<file path="src/rtl/lab_pkg.sv">
// lab_pkg: shared FSM state type and default screen geometry for the VGA lab
package lab_pkg;
  typedef enum logic [1:0] {S_IDLE, S_FILL, S_DONE} e_FSM_state;
  localparam int SCR_W_DEF = 160;
  localparam int SCR_H_DEF = 120;
  localparam int X_W = 8;
  localparam int Y_W = 7;
  localparam int COL_W = 3;
endpackage

</file>
<file path="src/rtl/raster_counter.sv">
// raster_counter: column-major x/y scan counter, y inner, with end-of-screen flag
module raster_counter
  import lab_pkg::*;
#(
  parameter int W = SCR_W_DEF,
  parameter int H = SCR_H_DEF
) (
  input  logic           clk,
  input  logic           rst_n,
  input  logic           clr,
  input  logic           en,
  output logic [X_W-1:0] x,
  output logic [Y_W-1:0] y,
  output logic           last
);
  localparam logic [X_W-1:0] X_MAX = X_W'(W - 1);
  localparam logic [Y_W-1:0] Y_MAX = Y_W'(H - 1);
  logic y_wrap;
  assign y_wrap = (y == Y_MAX);
  assign last = (x == X_MAX) && y_wrap;
  // step y every enabled cycle, carry into x on explicit wrap (never relies on overflow)
  always_ff @(posedge clk or negedge rst_n) begin
    if (!rst_n) begin
      x <= '0;
      y <= '0;
    end else if (clr) begin
      x <= '0;
      y <= '0;
    end else if (en) begin
      y <= y_wrap ? '0 : y + Y_W'(1);
      x <= y_wrap ? x + X_W'(1) : x;
    end
  end
endmodule

</file>
<file path="src/rtl/fillscreen_plotter.sv">
// fillscreen_plotter: plots every screen pixel exactly once in a latched colour on start/done handshake
module fillscreen_plotter
  import lab_pkg::*;
#(
  parameter int SCR_W = SCR_W_DEF,
  parameter int SCR_H = SCR_H_DEF
) (
  input  logic             clk,
  input  logic             rst_n,
  input  logic [COL_W-1:0] colour,
  input  logic             start,
  output logic             done,
  output logic [X_W-1:0]   vga_x,
  output logic [Y_W-1:0]   vga_y,
  output logic [COL_W-1:0] vga_colour,
  output logic             vga_plot,
  output e_FSM_state       state
);
  e_FSM_state state_n;
  logic clr, en, last;
  raster_counter #(.W(SCR_W), .H(SCR_H)) u_cnt (
    .clk  (clk),
    .rst_n(rst_n),
    .clr  (clr),
    .en   (en),
    .x    (vga_x),
    .y    (vga_y),
    .last (last)
  );
  // next state and counter control; the counter itself is the displayed pixel
  always_comb begin
    state_n = state;
    clr = 1'b0;
    en = 1'b0;
    case (state)
      S_IDLE: begin
        clr = start;
        state_n = start ? S_FILL : S_IDLE;
      end
      S_FILL: begin
        en = !last;
        state_n = last ? S_DONE : S_FILL;
      end
      S_DONE: state_n = start ? S_DONE : S_IDLE;
      default: state_n = S_IDLE;
    endcase
  end
  // state register, registered handshake/plot flags and colour latch
  always_ff @(posedge clk or negedge rst_n) begin
    if (!rst_n) begin
      state <= S_IDLE;
      done <= 1'b0;
      vga_plot <= 1'b0;
      vga_colour <= '0;
    end else begin
      state <= state_n;
      done <= (state_n == S_DONE);
      vga_plot <= (state_n == S_FILL);
      if (state == S_IDLE && start) vga_colour <= colour;
    end
  end
endmodule
</file>
<file path="config.mk">
export PLATFORM = sky130hd
export DESIGN_NAME = fillscreen_plotter
export DESIGN_NICKNAME = d
export VERILOG_FILES = /design/src/rtl/lab_pkg.sv /design/src/rtl/raster_counter.sv /design/src/rtl/fillscreen_plotter.sv
export SDC_FILE = /design/constraint.sdc
export NUM_CORES = 1
export LEC_CHECK = 0
export CAP_MARGIN = 30
export CORE_MARGIN = 2
export CORE_UTILIZATION = 52
export DETAILED_ROUTE_END_ITERATION = 8
export HOLD_SLACK_MARGIN = 0.15
export PLACE_DENSITY_LB_ADDON = 0.08
export SLEW_MARGIN = 20
export SYNTH_ARGS = -nofsm -noshare
export SYNTH_HDL_FRONTEND = slang
export SYNTH_SLANG_ARGS = --single-unit
export TNS_END_PERCENT = 1
</file>
<file path="constraint.sdc">
create_clock -name clk -period 4.9 [get_ports clk]
set_input_delay 1.47 -clock clk [delete_from_list [all_inputs] [get_ports clk]]
set_output_delay 1.47 -clock clk [all_outputs]
set_load 0.1 [all_outputs]
</file>
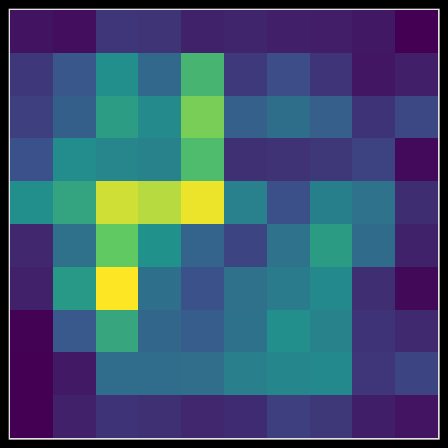
(run_1/metal_density.png)
10 x 10 tiles, from dark purple (low) to yellow (high), scaled to the fullest tile. Values are wire area over tile area, all layers added.
nearly empty tiles	4.0%
emptiest ninth of the die	upper right
fullest tile	0.49
tiles over half the peak	14%
mean over tiles	0.15
densest ninth of the die	middle left
Routed WL: 2.53 mm
DR vias: 998
per-cell routed wire length: 14.6 um
Total GRT Usage: 0.216

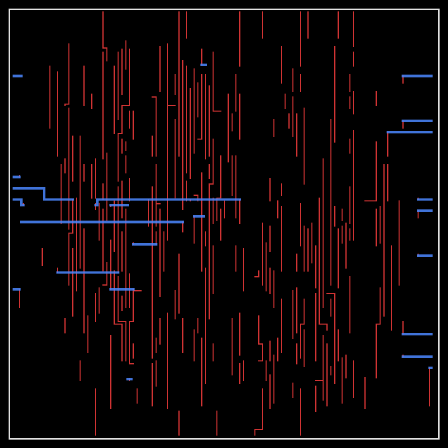
(run_1/wires.png)
Only two layers are drawn.
colour	layer	wire length
blue	metal 3	91.0 um
red	metal 2	1230 um

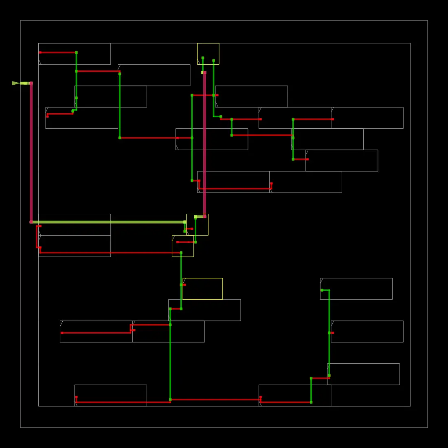
(run_1/clocks.png)
Clock net power: 0.000102 W
clk latency late pin: 0.31 ns
# clk buffers: 4

==> deck_impl_summary.md, run 1 <==
Key Metrics from the Run

Clock network
  • CTS Hold Buffers Added: 0
  • Worst-path clk slew: 0.12 ns
  • Clock sinks: 22

Timing
  • Fin worst setup slack: 1.31 ns
  • Worst-Margin Slew: between 0.9 and 1 ns
  • RSZ-0062 raised after global routing: no
  • Max_slew headroom: 0.343

Floorplan
  • Core box area: 0.00219 mm2
  • Row count: 17

Synth
  • Async set-reset flop share out of synthesis: 1.00
  • Yosys cell count: 118
  • Syn nets: 126
  • Chip area in the Yosys report: 0.00119 mm2
  • Seq share, synth: 0.462
  • Synth Area per Inst: 10.1 um2
  • Number of enable flip-flop cells: 0
  • Syn Std Cell Area: 0.00119 mm2
  • Mapped Cells: 118

Drt
  • Max Used Layer: met4
  • Vias per inst: just under 6

Critical path
  • Critical path peak fanout: 14
  • Worst Path Class, Setup: reg2out
  • Worst Path Required: 3.43 ns
  • WP buf/inv: 1

Placed design
  • Setup WS pre-CTS: around 1.7 ns

Global routing
  • Largest net degree at the start of global routing: 23
  • Vias in the first global route: between 900 and 1000

Min path
  • Worst hold path class: reg2reg

Final layout
  • Comb area: between 500 and 600 um2
  • Share of cells above drive strength 1: 0.103
  • Register area: 551 um2
  • # nets final: ~150

Status
  • Outcome: finished clean

Power
  • Power per cell area: 596 mW/mm2
[run 1: cells in the mapped netlist, drive strengths merged, types with 2 or more instances]
library cell / number / area share
nand3: 8 / 0.034
nor2b: 3 / 0.016
nand2: 21 / 0.066
mux2i: 5 / 0.042
a221oi: 2 / 0.015
nand4b: 3 / 0.027
inv: 3 / 0.0095
nor4: 3 / 0.034
a22o: 2 / 0.015
o21ai: 7 / 0.029
dfrtp: 22 / 0.46
ha: 2 / 0.021
nor2: 6 / 0.019
or3: 4 / 0.021
a21oi: 5 / 0.021
buf: 4 / 0.024
[run 1: final timing paths]
check / start / to / slack, ns / cells past startpoint
worst max-delay path: state[0]$_DFF_PN0_ / state[0] / 1.31 / 1
worst min-delay path: vga_colour[2]$_DFFE_PN0N_ / vga_colour[2]$_DFFE_PN0N_ / 0.49 / 2
worst max register to register: state[0]$_DFF_PN0_ / u_cnt.x[3]$_DFFE_PN0P_ / 2.68 / 4
worst min register to register: vga_colour[2]$_DFFE_PN0N_ / vga_colour[2]$_DFFE_PN0N_ / 0.49 / 2
max in group asynchronous: rst_n / vga_colour[1]$_DFFE_PN0N_ / 3.46 / 1
min in group asynchronous: rst_n / u_cnt.x[4]$_DFFE_PN0P_ / 1.10 / 1
[run 1: layer usage]
layer  GRT usage  vias to the layer above
li1            -                      478
met1       0.279                      485
met2       0.344                       29
met3      0.0460                        6
met4       0.101                        0
met5           0                        -
[run 1: per-stage QoR]
step,std cells,utilization,instance area [um2]
floorplan,118,-,1190
global placement,169,0.672,1470
detailed placement,169,0.672,1470
CTS,173,0.688,1510
global route,173,0.686,1500
finish,173,0.686,1500
[run 1: power by group]
part | internal [W] | switching [W]
Combinational | 0.000130 | 0.000375
Sequential | 0.000222 | 0.0000658
Clock | 0.0000454 | 0.0000566
Total | 0.000398 | 0.000498
[run 1: sequential cells by signal, summed over array words and instances, names as in the netlist]
signal      count
vga_plot        1
done            1
u_cnt.y         7
state           2
u_cnt.x         8
vga_colour      3
[run 1: cells in the final DEF (no fill, tap or decap), types with 2 or more instances in the layout]
cell type | netlist | layout
a21oi_1 | 5 | 5
a221oi_1 | 2 | 2
a22o_1 | 2 | 2
clkbuf_4 | 0 | 3
clkdlybuf4s50_1 | 0 | 26
dfrtp_1 | 22 | 22
ha_1 | 2 | 2
inv_1 | 3 | 3
mux2i_1 | 5 | 5
nand2_1 | 21 | 21
nand3_1 | 8 | 8
nand4b_1 | 2 | 2
nor2_1 | 6 | 6
nor2b_1 | 3 | 3
o21ai_0 | 4 | 4
o21ai_1 | 3 | 3
or3_1 | 4 | 4
[run 1: cell families after synthesis]
family                     Yosys count  synth area share
and+or+nand+nor                     57             0.288
DFF                                 22             0.462
AOI/OAI and AO/OA                   21             0.126
buffers and inverters                8            0.0368
muxes                                6            0.0515
xor gates and xnor gates             2            0.0147
adders and majority gates            2            0.0210
[run 1: final cells by class]
type / count / share of cell area
Timing Repair Buffer: 28 / 0.182
Tap cell: 28 / 0.0233
Multi-Input combinational cell: 88 / 0.397
Sequential cell: 22 / 0.366
Inverter: 3 / 0.00749
Clock buffer: 4 / 0.0241
==> run_1/flops_by_reg.png <==
The bar under the picture is 20 um long. Other sequential cells in the stronger grey, the rest of the logic in the fainter grey.
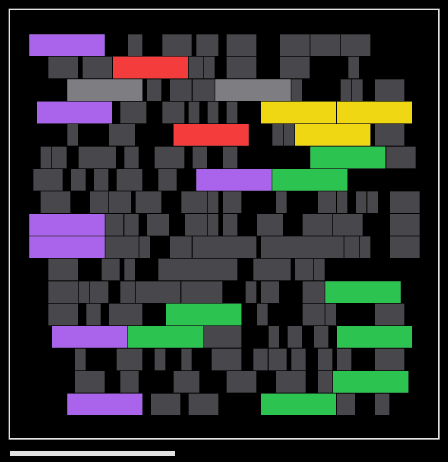

==> run 1 -> run 2 <==
--- a/config.mk
+++ b/config.mk
@@ -7,7 +7,7 @@
 export LEC_CHECK = 0
 export CAP_MARGIN = 30
 export CORE_MARGIN = 2
-export CORE_UTILIZATION = 52
+export CORE_UTILIZATION = 49
 export DETAILED_ROUTE_END_ITERATION = 8
 export HOLD_SLACK_MARGIN = 0.15
 export PLACE_DENSITY_LB_ADDON = 0.08
==> constraint.sdc (replaced) <==
create_clock -name clk -period 3.5 [get_ports clk]
set_input_delay 1.05 -clock clk [delete_from_list [all_inputs] [get_ports clk]]
set_output_delay 1.05 -clock clk [all_outputs]
set_load 0.1 [all_outputs]
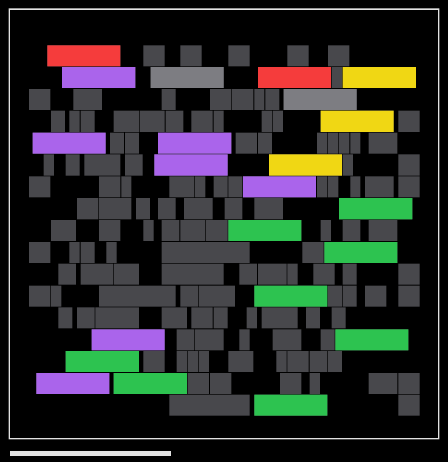
(run_2/flops_by_reg.png)
The bar under the picture is 20 um long. Other sequential cells in the stronger grey, the rest of the logic in the fainter grey.
colour	netlist name	placed flops
purple	u_cnt.y	7
yellow	vga_colour	3
green	u_cnt.x	8
red	state	2
not coloured	2
post-layout util: 0.655
register area: 551 um2
flop share of the area: 0.373
sequential power: 0.000406 W

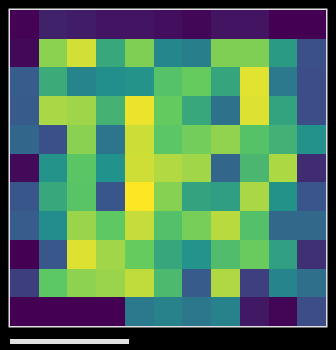
(run_2/cell_density.png)
The bar under the picture is 20 um long. 11 x 11 tiles, from dark purple (low) to yellow (high), 0 to 100% covered.
mean over tiles	51%
nearly empty tiles	8.3%
tiles over 75% full	30%
fullest tile	100%
densest ninth of the die	centre
core box area: 0.00225 mm2
Starting Density: 0.528

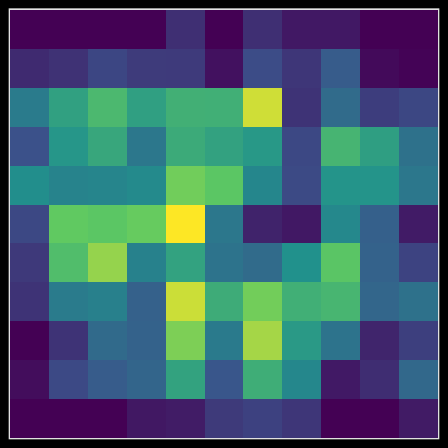
(run_2/metal_density.png)
11 x 11 tiles, from dark purple (low) to yellow (high), scaled to the fullest tile. Values are wire area over tile area, all layers added.
nearly empty tiles	12%
tiles over half the peak	29%
mean over tiles	0.14
Total GRT Usage: 0.195
DR vias: 982
Routed WL: 2.46 mm
per-cell routed wire length: 14.1 um

==> run 2 against run 1 <==
Compared with the run above:
- synthesized cell count did not move
- design area fell by 1.7%
- register-to-register slack worse by 1.4 ns
- first-iteration DRC count grew 140%
- sequential share of layout area rose by 0.65 points
- critical path depth is the same
- combinational power increased by 35%
- clock-buffer cell count shrank 1
- routed wire length decreased by 2.7%
- clock skew shrank 0.0024 ns
- global-route usage is 2.1 points lower
- critical endpoint unchanged
- highest routed layer unchanged
==> deck_impl_summary.md, run 2 <==
Key Metrics from the Run

Status
  • Outcome: finished clean

Clock network
  • CTS Hold Buffers Added: 0 (unchanged)
  • Clock sinks: 22 (unchanged)

Critical path
  • Crit. Startpoint: state[0]$_DFF_PN0_
  • Worst Path Class, Setup: reg2out
  • Worst Reg2Reg Path Length in Cells: 4 (unchanged)
  • Critical path capture point: state[0]
  • Worst flop-to-flop path startpoint: state[0]$_DFF_PN0_
  • Reg2reg setup slack: 1.31 ns (-1.37 ns)

Final layout
  • # nets final: 155 (+0.65%)
  • Most frequent cells in the layout: buf_4 (24), dfrtp_1 (22), nand2_1 (21)
  • Max reg flops: 8 (unchanged)
  • Share of cells above drive strength 1: 0.253 (+0.150)
  • Comb area: 597 um2 (unchanged)

Global routing
  • Vias in the first global route: 899 (-1.7%)

Synth
  • Count leader, synth: dfrtp_1
  • Synth Area per Inst: 10.1 um2 (unchanged)
  • Number of enable flip-flop cells: 0 (unchanged)

Min path
  • Worst hold path class: reg2reg

Timing
  • Max_slew headroom: 0.535 (+0.192)
## run 2: cell counts after synthesis
No cell type changed its count.
## run 2: cell type report
| class | instances | area share |
|---|---|---|
| Multi-Input combinational cell | 88 | 0.404 |
| Sequential cell | 22 | 0.373 |
| Timing Repair Buffer | 29 | 0.156 |
| Tap cell | 28 | 0.0237 |
| Clock inverter | 1 | 0.0203 |
| Clock buffer | 3 | 0.0153 |
| Inverter | 3 | 0.00763 |
## run 2: metrics by stage
stage	setup slack, ns	power, W	instances
final	1.15	0.00129	174
after global routing	1.09	0.00135	174
after CTS	1.15	0.00129	174
after detailed placement	0.914	0.00110	170
after global placement	0.988	0.00109	170
after floorplan	1.22	0.000964	118
## run 2: per-layer routing
| metal | share of wire | vias to the layer above | wire [um] | GRT usage |
|---|---|---|---|---|
| met2 | 0.49 | 21 | 1210 | 0.317 |
| met4 | 0.013 | 0 | 33 | 0.0940 |
| met5 | 0 | - | 0 | 0 |
| li1 | - | 483 | - | - |
| met1 | 0.45 | 474 | 1120 | 0.253 |
| met3 | 0.041 | 4 | 100 | 0.0254 |
## run 2: worst min-delay path by stage
stage,end,slack (ns),depth (start not counted)
6_report,vga_colour[2]$_DFFE_PN0N_,0.50,2
5_1_grt,vga_colour[2]$_DFFE_PN0N_,0.53,2
4_1_cts,vga_colour[0]$_DFFE_PN0N_,0.50,2
3_5_place_dp,vga_colour[0]$_DFFE_PN0N_,0.47,2
3_3_place_gp,vga_colour[0]$_DFFE_PN0N_,0.46,2
2_1_floorplan,done$_DFF_PN0_,0.75,0
## run 2: logic make-up (layout without fill, tap and decap cells)
| group | after synthesis | in the layout | share of synthesized area |
|---|---|---|---|
| simple gates | 57 | 57 | 0.288 |
| flops | 22 | 22 | 0.462 |
| compound gates | 21 | 21 | 0.126 |
| buf+inv | 8 | 36 | 0.0368 |
| mux | 6 | 6 | 0.0515 |
| fa+ha+maj | 2 | 2 | 0.0210 |
| xor+xnor | 2 | 2 | 0.0147 |
## run 2: where the power goes
group          switching (W)  leakage [nW]  internal, W
combinational       0.000519         0.383     0.000163
clock              0.0000830        0.0279     0.000116
sequential         0.0000954         0.274     0.000310
==> run_2/clocks.png <==
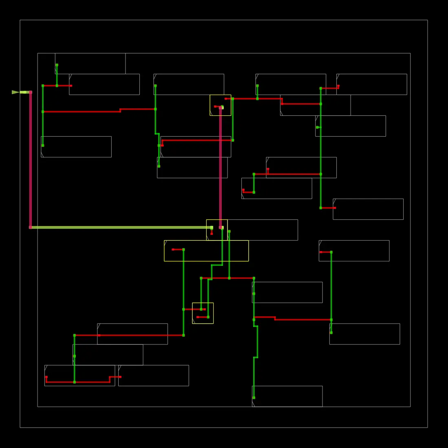

==> run 2 -> run 3 <==
==> constraint.sdc (replaced) <==
create_clock -name clk -period 2.3 [get_ports clk]
set_input_delay 0.69 -clock clk [delete_from_list [all_inputs] [get_ports clk]]
set_output_delay 0.69 -clock clk [all_outputs]
set_load 0.1 [all_outputs]
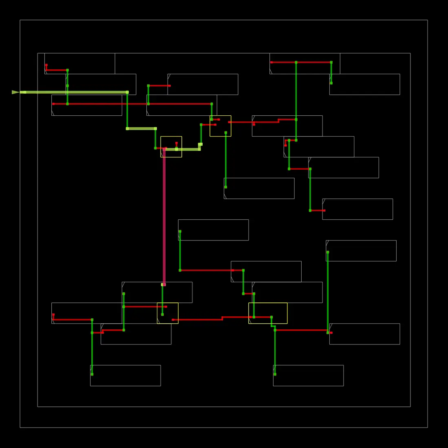
(run_3/clocks.png)
CTS Buf Count: 3
Clock net power: 0.000213 W

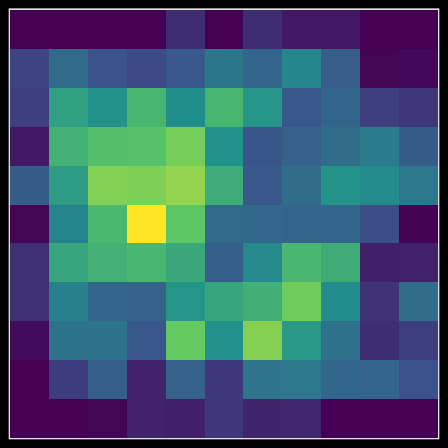
(run_3/metal_density.png)
11 x 11 tiles, from dark purple (low) to yellow (high), scaled to the fullest tile. Values are wire area over tile area, all layers added.
nearly empty tiles	14%
tiles over half the peak	27%
fullest tile	0.41
mean over tiles	0.14
Routed WL: 2.50 mm
per-cell routed wire length: 14.2 um

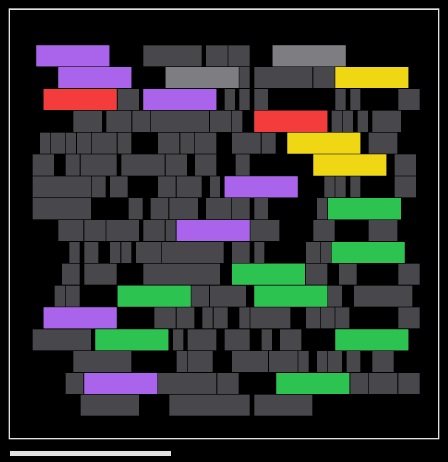
(run_3/flops_by_reg.png)
The bar under the picture is 20 um long. Other sequential cells in the stronger grey, the rest of the logic in the fainter grey.
colour	netlist name	placed flops
green	u_cnt.x	8
yellow	vga_colour	3
purple	u_cnt.y	7
red	state	2
post-layout util: 0.715
sequential power: 0.000656 W
flop share of the area: 0.341

==> run 3 against run 2 <==
Compared with the run above:
- hold slack got worse by 0.010 ns
- global-route usage decreased by 0.31 points
- critical path depth increased by 4
- clock-buffer cell count increased by 1
- worst setup slack got worse by 0.70 ns
- synthesized cell count unchanged
- utilization increased by 6.0 points
- via count increased by 2.1%
- register-to-register slack got worse by 0.86 ns
- critical endpoint is now u_cnt.y[0]$_DFFE_PN0P_
==> deck_impl_summary.md, run 3 <==
Key Metrics from the Run

Power
  • Peak VDD IR: 1.25 mV

Critical path
  • CP Launch Type: flop
  • Critical path capture point: u_cnt.y[0]$_DFFE_PN0P_
  • Critical path peak fanout: 7
  • Worst flop-to-flop path startpoint: u_cnt.x[0]$_DFFE_PN0P_
  • Crit. Startpoint: u_cnt.x[0]$_DFFE_PN0P_
  • Worst Path Class, Setup: reg2reg
  • Reg2reg setup slack: 0.45 ns (-0.86 ns)

Timing
  • RSZ-0062 raised after global routing: no

Floorplan
  • Core box area: 0.00225 mm2 (unchanged)
  • Starting Density: 0.528 (unchanged)
  • Die height: 53.3 um

Synth
  • Syn Std Cell Area: 0.00119 mm2
  • Synth Area per Inst: 10.1 um2 (unchanged)
  • Count leader, synth: dfrtp_1
  • Number of enable flip-flop cells: 0 (unchanged)

Final layout
  • Antenna cells: 0
  • Max reg flops: 8 (unchanged)
  • Most frequent cells in the layout: dfrtp_1 (22), nand2_1 (21), buf_4 (15)
  • Share of cells above drive strength 1: 0.264 (+0.0101)
  • # nets final: 157 (+1.3%)

Clock network
  • CTS Hold Buffers Added: 0 (unchanged)
  • Clock sinks: 22 (unchanged)

Global routing
  • First-pass GRT wire length: 4.05 mm

Drt
  • DR vias: 1003 (+2.1%)

Status
  • Outcome: finished clean
run 3: cell types whose count changed in the layout (fill, tap and decap cells not counted), sizes merged:
cell    change
buf         +2
bufinv      -1
clkbuf      +1
run 3: routing by layer:
| layer | global-route usage | wire [um] |
|---|---|---|
| met1 | 0.259 | 1150 |
| met2 | 0.317 | 1230 |
| met3 | 0.0311 | 107 |
| met4 | 0.0513 | 17 |
| met5 | 0 | 0 |
run 3: power breakdown:
group	total (W)	internal (W)	leakage, nW	switching (W)
clock network	0.000213	0.0000967	0.0210	0.000116
logic	0.00119	0.000400	0.436	0.000794
registers	0.000656	0.000472	0.274	0.000185
run 3: layout make-up:
type                       count  area (um2)
multi-input combinational     88         597
tap                           28        35.0
sequential                    22         551
clock buffer                   4        36.3
inverter                       3        11.3
timing repair buffer          31         383
fill                         176         642
run 3: cell families after synthesis:
| logic type | after synthesis | share of synthesized area |
|---|---|---|
| xor gates and xnor gates | 2 | 0.0147 |
| AOI/OAI and AO/OA | 21 | 0.126 |
| and+or+nand+nor | 57 | 0.288 |
| buffers and inverters | 8 | 0.0368 |
| muxes | 6 | 0.0515 |
| DFF | 22 | 0.462 |
| adders and majority gates | 2 | 0.0210 |
run 3: worst min-delay path by stage:
| stage | from | to | slack [ns] | depth (start not counted) |
|---|---|---|---|---|
| floorplan | rst_n | done$_DFF_PN0_ | 0.39 | 0 |
| global placement | vga_colour[2]$_DFFE_PN0N_ | vga_colour[2]$_DFFE_PN0N_ | 0.46 | 2 |
| detailed placement | vga_colour[1]$_DFFE_PN0N_ | vga_colour[1]$_DFFE_PN0N_ | 0.47 | 2 |
| CTS | vga_colour[1]$_DFFE_PN0N_ | vga_colour[1]$_DFFE_PN0N_ | 0.50 | 2 |
| global route | vga_colour[2]$_DFFE_PN0N_ | vga_colour[2]$_DFFE_PN0N_ | 0.52 | 2 |
| finish | vga_colour[1]$_DFFE_PN0N_ | vga_colour[1]$_DFFE_PN0N_ | 0.49 | 2 |
run 3: critical path, cell delays in order (launching register included):
cell and delay, ns:
dfrtp_1 0.49, ha_1 0.33, nand4bb_4 0.18, nor4_4 0.44, a21oi_1 0.18, mux2i_1 0.16
run 3: per-stage QoR:
step                      hold WS [ns]  setup WS [ns]  total power [W]  area (um2)  std cells
final                            0.490          0.447          0.00206        1610        176
after global routing             0.520          0.338          0.00215        1610        176
after CTS                        0.498          0.462          0.00207        1610        176
after detailed placement         0.470          0.142          0.00186        1580        172
after global placement           0.459          0.166          0.00184        1580        172
after floorplan                  0.394         0.0212          0.00147        1190        118
No activity file was given, so power comes from the tool's default toggle rates.
